==> run_1/layer_met1.png <==
Supply wires on this layer in gray.
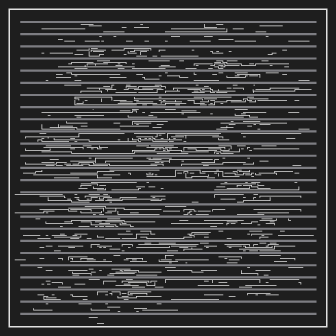
==> run_1/layer_met2.png <==
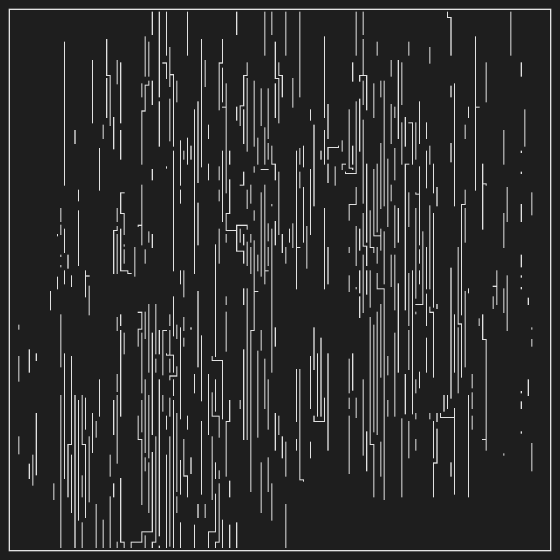
==> run_1/layer_met3.png <==
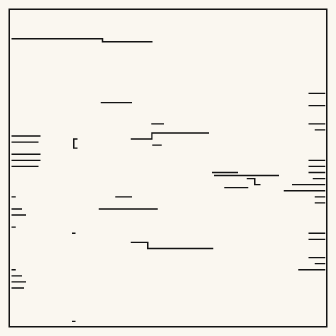
==> run_1/clocks.png <==
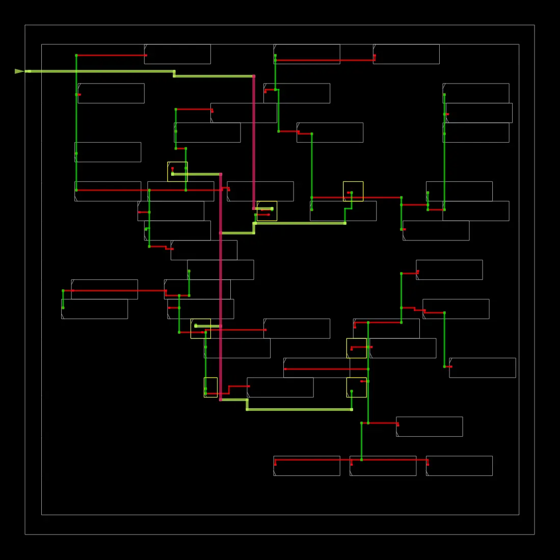
### src/rtl/pipeline_sequencer.sv
// Run-control and hazard scheduler for a 5-stage MIPS pipeline: drives PC and
// pipeline-latch write enables and flushes, and counts executed (advance) cycles.
module pipeline_sequencer #(
  parameter int W     = 5,
  parameter int DRAIN = 4,
  parameter int CW    = 32
) (
  input  logic          clk,
  input  logic          reset,
  input  logic          start,
  input  logic          mode_step,
  input  logic          step_pulse,
  input  logic          halt_detected,
  input  logic          branch_taken,
  input  logic          ex_MemRead,
  input  logic [W-1:0]  ex_rt,
  input  logic [W-1:0]  id_rs,
  input  logic [W-1:0]  id_rt,
  output logic          pc_en,
  output logic          if_id_en,
  output logic          id_ex_en,
  output logic          ex_mem_en,
  output logic          mem_wb_en,
  output logic          if_id_flush,
  output logic          id_ex_flush,
  output logic [2:0]    state,
  output logic          halted,
  output logic [CW-1:0] cycle_count
);

  typedef enum logic [2:0] {
    S_IDLE      = 3'b000,
    S_RUN       = 3'b001,
    S_STEP_WAIT = 3'b010,
    S_STEP_EXEC = 3'b011,
    S_DRAIN     = 3'b100,
    S_HALTED    = 3'b101
  } state_t;

  localparam logic [3:0]    DRAIN_LOAD = 4'(DRAIN - 1);
  localparam logic [CW-1:0] CNT_ONE    = CW'(1);

  state_t      state_q, state_d;
  logic [3:0]  drain_cnt;
  logic        step_q;
  logic        advance;
  logic        load_use;
  logic        step_rise;

  assign load_use  = ex_MemRead && (ex_rt != '0) && ((ex_rt == id_rs) || (ex_rt == id_rt));
  assign step_rise = step_pulse & ~step_q;

  assign state  = state_q;
  assign halted = (state_q == S_HALTED);

  // NOTE: every output of this block gets a default before the case so no
  // path leaves a variable unassigned, which would infer a latch.
  always_comb begin
    state_d     = state_q;
    advance     = 1'b0;
    pc_en       = 1'b0;
    if_id_en    = 1'b0;
    id_ex_en    = 1'b0;
    ex_mem_en   = 1'b0;
    mem_wb_en   = 1'b0;
    if_id_flush = 1'b0;
    id_ex_flush = 1'b0;

    case (state_q)
      S_IDLE: begin
        if (start) state_d = mode_step ? S_STEP_WAIT : S_RUN;
      end

      S_RUN, S_STEP_EXEC: begin
        advance   = 1'b1;
        pc_en     = 1'b1;
        if_id_en  = 1'b1;
        id_ex_en  = 1'b1;
        ex_mem_en = 1'b1;
        mem_wb_en = 1'b1;
        // A taken branch squashes the IF/ID instruction, so halt and load-use lose.
        if (branch_taken) begin
          if_id_flush = 1'b1;
          id_ex_flush = 1'b1;
        end else if (halt_detected) begin
          pc_en       = 1'b0;
          if_id_flush = 1'b1;
        end else if (load_use) begin
          pc_en       = 1'b0;
          if_id_en    = 1'b0;
          id_ex_flush = 1'b1;
        end

        if (!branch_taken && halt_detected) state_d = S_DRAIN;
        else if (state_q == S_STEP_EXEC)    state_d = S_STEP_WAIT;
        else if (mode_step)                 state_d = S_STEP_WAIT;
        else                                state_d = S_RUN;
      end

      S_STEP_WAIT: begin
        if (!mode_step)     state_d = S_RUN;
        else if (step_rise) state_d = S_STEP_EXEC;
      end

      S_DRAIN: begin
        advance     = 1'b1;
        if_id_en    = 1'b1;
        id_ex_en    = 1'b1;
        ex_mem_en   = 1'b1;
        mem_wb_en   = 1'b1;
        if_id_flush = 1'b1;
        if (drain_cnt == 4'd0) state_d = S_HALTED;
      end

      S_HALTED: state_d = S_HALTED;

      default: state_d = S_IDLE;
    endcase
  end

  // NOTE: registers use non-blocking assignments so every flop samples the
  // pre-edge values regardless of statement order.
  always_ff @(posedge clk or negedge reset) begin
    if (!reset) begin
      state_q     <= S_IDLE;
      drain_cnt   <= 4'd0;
      step_q      <= 1'b0;
      cycle_count <= '0;
    end else begin
      state_q <= state_d;
      step_q  <= step_pulse;

      if (state_d == S_DRAIN && state_q != S_DRAIN) drain_cnt <= DRAIN_LOAD;
      else if (state_q == S_DRAIN && drain_cnt != 4'd0) drain_cnt <= drain_cnt - 4'd1;

      // Saturate rather than wrap so the debugger never sees a small count after a long run.
      if (advance && cycle_count != '1) cycle_count <= cycle_count + CNT_ONE;
    end
  end

endmodule

### config.mk
export PLATFORM = sky130hd
export DESIGN_NAME = pipeline_sequencer
export DESIGN_NICKNAME = d
export VERILOG_FILES = /design/src/rtl/pipeline_sequencer.sv
export SDC_FILE = /design/constraint.sdc
export NUM_CORES = 1
export LEC_CHECK = 0
export CAP_MARGIN = 20
export CORE_MARGIN = 2
export CORE_UTILIZATION = 50
export CTS_BUF_LIST = sky130_fd_sc_hd__clkbuf_4
export CTS_CLUSTER_SIZE = 25
export DETAILED_ROUTE_END_ITERATION = 12
export GPL_ROUTABILITY_DRIVEN = 0
export HOLD_SLACK_MARGIN = 0.03
export PLACE_DENSITY_LB_ADDON = 0.25
export SYNTH_ARGS = -nofsm -noshare
export SYNTH_HDL_FRONTEND = slang
export SYNTH_SLANG_ARGS = --single-unit
### constraint.sdc
create_clock -name clk -period 2.8 [get_ports clk]
set_input_delay 0.56 -clock clk [delete_from_list [all_inputs] [get_ports clk]]
set_output_delay 0.56 -clock clk [all_outputs]
set_load 0.005 [all_outputs]
==> run summary, run 1 <==
impl run done, here's what came out: I/O Pins=66, largest net degree at the start of global routing=41, Top Layout Cells=60 x clkdlybuf4s50_1, 40 x dfrtp_1, 21 x xnor2_1, Die Wd=70.7 um, CTS H-Tree Depth=2, Synth Instances=224, startpoint types=primary input, Setup WS post-layout=47.6 ps, placed cell count=343, CP Buf/Inv Count=2, synthesized flop and latch total=40, power per cell area=603 nW/um^2, tool warnings=27, met2 WL=2440 um, met1 Usage GRT=28.9%, Critical Path Max Stage Delay=530 ps, Top Metal Used=met4, Fill cells=347, P_leak=1.25 nW, Arr. time, crit path=2190 ps, global-route wire length before repair=8630 um, non-filler instance count after layout=350, layout cell share with drive strength beyond 1=12.1%, Hold WS=302 ps, Area after DPL=2960 um^2, GRT Resource Usage Total=21.3%, VDD IR-drop max=342 uV, Hold Fails Final Rpt=0, DRT antenna net count=0, area grow syn2layout=36.8%, combinational share of power=40.6%, status=finished, final reports clean, Metal-1 WL=2240 um, Initial Util=51.4%, number of global-route vias before repair=1880, Cell Area, Synth=2220 um^2, DP Worst Slack=-284 ps, port bufs=65, initial antenna violation count=0, core area=4320 um^2, clk sinks=40, critical path class=primary input to output port, Flop area=1000 um^2, Top cell excl fill/tap=clkdlybuf4s50_1, grt peak-use layer=met2, Comb gates=171, dominant synthesized flop cell=dfrtp_1, Worst Setup End Kind=output port, Max Clock Skew=16.0 ps, # Taps=52, Synth Area per Inst=9.93 um^2, grt met3 use=4.84%, fmax=0.363 GHz, Buffers excl. clock=72, cells in synth_stat.txt=224, wire per inst=14.3 um, buffering overhead=22.9%, Fin Setup TNS=0 ps, Post-CTS Hold Fix Bufs=0, Clock buf/inv share=1.65%, Top class by area=combinational gates, CP top delay family=buffers and inverters, Switch Pwr=0.653 mW, Yosys Chip Area=2220 um^2, unrepaired setup endpoints after global routing=true, EDFF count, synth=0, sequential share of cell area=32.9%, ANT cells=0
Notes on layer_met1.png above:
nets with wire on the layer: 280
main direction: horizontal
share of all routed wire: 45%

Notes on layer_met2.png above:
share of all routed wire: 49%
main direction: vertical

Notes on layer_met3.png above:
main direction: horizontal
longest straight run: 20.2 um
wire length on this layer: 239 um
share of all routed wire: 4.8%
nets with wire on the layer: 40

Notes on clocks.png above:
Layout clock buffers: 6
Flops: 40
TritonCTS Buffers: 5
clk pwr: 0.282 mW
clk latency late pin: 350 ps

## run 1: repair_timing
action                                  CTS  global route
pin swaps                                 4             3
resized                                   7             5
endpoints found under the setup margin    3             3
setup buffers                             0             0
## run 1: state kept, by name, summed over array words and instances (netlist names)
signal,cells
cycle_count,32
step_q,1
drain_cnt,4
state,3
## run 1: path summary, 6_finish.rpt
check	startpoint	to	slack, ps	cells past startpoint
worst max-delay path	ex_rt[4]	id_ex_flush	50	6
worst min-delay path	reset	cycle_count[15]	300	1
worst max register to register	cycle_count[10]	cycle_count[8]	400	5
worst min register to register	cycle_count[12]	cycle_count[12]	500	1
max in group asynchronous	reset	state[2]	1930	1
min in group clk	cycle_count[12]	cycle_count[12]	500	1
## run 1: cell usage after synthesis (all sizes together) (3+ instances only)
cell type	count	area share [%]
dfrtp	40	45
xnor2	21	8.3
nor2	20	3.4
nand2	19	3.2
xor2	19	7.5
nand4	14	4.6
nor3	12	2.7
nand3	9	2.0
inv	8	1.4
o21ai	7	1.7
a21oi	6	1.4
nor4	5	2.0
and4	4	1.7
nor3b	4	1.8
a31oi	3	0.84
buf	3	0.90
or3	3	1.3
## run 1: power by group through the flow
stage / combinational [mW] / clock, mW / sequential, mW
detailed placement: 0.750 / 0 / 0.819
global route: 0.819 / 0.314 / 0.832
floorplan: 0.401 / 0 / 0.785
finish: 0.744 / 0.282 / 0.809
global placement: 0.732 / 0 / 0.816
CTS: 0.742 / 0.288 / 0.809
## run 1: cells by family (layout without fill, tap and decap cells)
family	count (synthesis)	in the layout	synth area share, %
flops	40	40	45.0
fa+ha+maj	2	2	1.13
buf+inv	13	87	2.64
simple gates	99	99	25.6
compound gates	27	27	8.44
xor+xnor	40	40	15.8
mux	3	3	1.41
## Run 2: what changed since run 1
--- a/config.mk
+++ b/config.mk
@@ -6,6 +6,7 @@
 export NUM_CORES = 1
 export LEC_CHECK = 0
 export CAP_MARGIN = 20
+export CORE_ASPECT_RATIO = 0.9
 export CORE_MARGIN = 2
 export CORE_UTILIZATION = 50
 export CTS_BUF_LIST = sky130_fd_sc_hd__clkbuf_4
@@ -13,7 +14,8 @@
 export DETAILED_ROUTE_END_ITERATION = 12
 export GPL_ROUTABILITY_DRIVEN = 0
 export HOLD_SLACK_MARGIN = 0.03
-export PLACE_DENSITY_LB_ADDON = 0.25
+export PLACE_DENSITY = 0.84
+export SETUP_SLACK_MARGIN = 0.5
 export SYNTH_ARGS = -nofsm -noshare
 export SYNTH_HDL_FRONTEND = slang
 export SYNTH_SLANG_ARGS = --single-unit
==> run 2 against run 1 <==
Sequential share of layout area fell by 0.74 points. Synthesized cell count did not move. Non-clock buffer count rose by 9. Global-route usage rose by 1.6 points. Fmax rose by 16%. Total power rose by 3.7%. First-iteration DRC count rose by 0.88%. Utilization rose by 4.3 points. Sequential power fell by 2%. Register-to-register slack improved by 280 ps. Critical path type unchanged. Largest cell class unchanged. Highest routed layer unchanged.
==> run summary, run 2 <==
impl run done, here's what came out: critical path class=primary input to output port, CTS H-Tree Depth=2 (unchanged), max_cap viols=0, grt met3 use=5.52% (+0.68 points), GRT Resource Usage Total=22.9% (+1.6 points), Initial Util=53.1% (+1.7 points), Top cell excl fill/tap=clkdlybuf4s50_1, top-count cell post-synth=dfrtp_1, Critical Path Max Stage Delay=530 ps (about the same), CP Buf/Inv Count=4 (+2), synth cell count leaders=40 x dfrtp_1, 21 x xnor2_1, 20 x nor2_1, actual slew at the worst max-slew pin=851 ps, Yosys Chip Area=2220 um^2 (unchanged), initial antenna violation count=0 (unchanged), grt peak-use layer=met2, CP top delay family=simple AND/OR/NAND/NOR gates, layout cell share with drive strength beyond 1=19.2% (+7.1 points), Arr. time, crit path=1810 ps (-380 ps), total number of vias=2030, Cell Area, Synth=2220 um^2 (unchanged), dominant synthesized flop cell=dfrtp_1, Reg with most FFs=cycle_count, Largest type area fraction=45.0% (unchanged), clk sinks=40 (unchanged), number of global-route vias before repair=1958 (+4.1%), met1 Usage GRT=30.0% (+1.1 points), Fill cells=314 (-9.5%), clk latency late pin=340 ps (about the same), CP max FO=2, Switch Pwr=0.673 mW (+3.0%), Fin Setup TNS=0 ps (unchanged), TritonCTS Buffers=5 (unchanged), reported combinational group power=0.821 mW (+10%), clk pwr=0.290 mW (+3%), unrepaired setup endpoints after global routing=true, Setup WS post-layout=430 ps (+382 ps), cells in synth_stat.txt=224 (unchanged), Worst path depth=8 (+2), crit path max-delay cell type=or4_4, VDD IR-drop max=564 uV (+65%), area grow syn2layout=40.5%, ANT cells=0 (unchanged), number of flip-flops in the largest register=32 (unchanged), DRT antenna net count=0 (unchanged), status=finished, final reports clean, met3 routed WL=289 um, port bufs=65 (unchanged), Top Layout Cells=40 x clkdlybuf4s50_1, 37 x dfrtp_1, 21 x xnor2_1, tool warnings=28 (+3.7%), Seq. pwr=0.791 mW (-2%), Synth area leader=dfrtp_1, Metal-1 WL=2310 um (+3.2%), DP Worst Slack=-265 ps (+18.7 ps), Synth Instances=224 (unchanged), Worst Setup End Kind=output port, largest net degree at the start of global routing=41 (unchanged), EDFF count, synth=0 (unchanged), Top Metal Used=met4, core area=4180 um^2 (-3.2%), Biggest consumer=combinational logic, Area contributors post-synth=dfrtp_1 45%, xnor2_1 8.3%, xor2_1 7.5%, synthesized flop and latch total=40 (unchanged), I/O Pins=66 (unchanged), global-route wire length before repair=8740 um (+1.4%), P_leak=1.35 nW (+8.4%), Post-CTS Hold Fix Bufs=0 (unchanged), worst-case reg-to-reg path depth=4 (-1), startpoint types=primary input, Die Wd=74.3 um (+5.1%), fmax=0.422 GHz (+16%), wire per inst=14.0 um (-1.8%), met2 WL=2410 um (-1.3%), power per cell area=609 nW/um^2 (+0.99%), Hold Fails Final Rpt=0 (unchanged), Max Clock Skew=4.68 ps (-11.3 ps), Synth Area per Inst=9.93 um^2 (unchanged), combinational share of power=43.2% (+2.6 points)
run 2: cell counts after synthesis:
No cell type changed its count.
run 2: path summary, 6_finish.rpt:
check                                startpoint         endpoint  slack, ps
worst max register to register  cycle_count[14]   cycle_count[1]        680
worst min register to register  cycle_count[12]  cycle_count[12]        510
worst max-delay path                   ex_rt[2]         if_id_en        430
max in group asynchronous                 reset         state[1]       1900
min in group clk                cycle_count[12]  cycle_count[12]        510
worst min-delay path                      reset  cycle_count[17]        310
run 2: cells by family after synthesis:
| kind of cell | Yosys count | share of synthesized area (%) |
|---|---|---|
| simple gates | 99 | 25.6 |
| xor+xnor | 40 | 15.8 |
| mux | 3 | 1.41 |
| flops | 40 | 45.0 |
| buf+inv | 13 | 2.64 |
| compound gates | 27 | 8.44 |
| fa+ha+maj | 2 | 1.13 |
run 2: worst register-to-register path, stage by stage, from the launching register on:
cell     delay [ps]
dfrtp_1         510
nand4_4         170
nor3_1          560
a31oi_2         400
mux2_2          370
run 2: metrics by stage:
step | cell area, um^2 | total power [mW] | instances | hold slack (ps)
after global routing | 3120 | 2.03 | 368 | 379
after global placement | 2970 | 1.54 | 351 | 488
after floorplan | 2220 | 1.19 | 224 | 264
after CTS | 3080 | 1.89 | 367 | 339
after detailed placement | 2970 | 1.57 | 351 | 496
final | 3120 | 1.90 | 368 | 305
run 2: what timing repair did:
item | in CTS | in global routing
buffers inserted | 8 | 1
setup endpoints to repair | 7 | 16
gates resized | 55 | 10
endpoints found under the hold margin | 0 | 0
pin swaps | 19 | 5
run 2: cell type report:
class                      instances  area [um^2]  area share, %
sequential                        40         1000           32.2
clock buffer                       7         52.6           1.68
clock inverter                     1         3.75          0.120
timing repair buffer              81          737           23.6
inverter                           8         30.0          0.962
multi-input combinational        171         1220           39.1
tap                               60         75.1           2.40
==> run_2/layer_met2.png <==
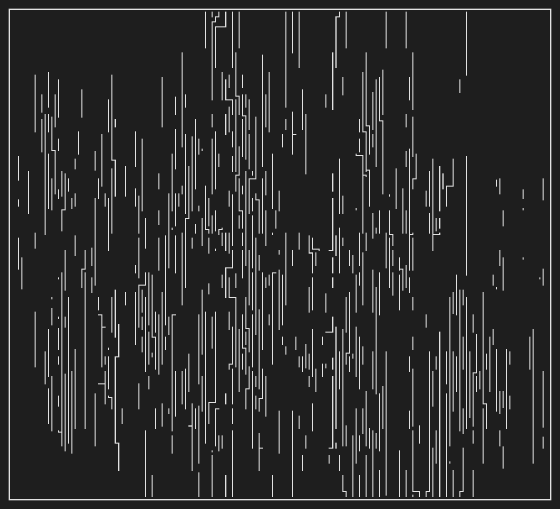
wire length on this layer: 2410 um
nets with wire on the layer: 301
share of all routed wire: 47%
main direction: vertical

==> run_2/layer_met1.png <==
Supply wires on this layer in gray.
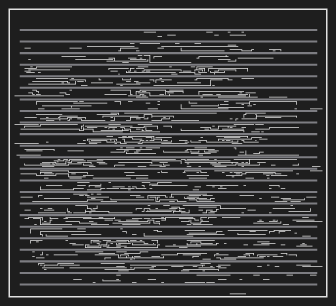
nets with wire on the layer: 294
longest straight run: 22.5 um

Power figures rest on the tool's default switching activity, not on a simulated workload.
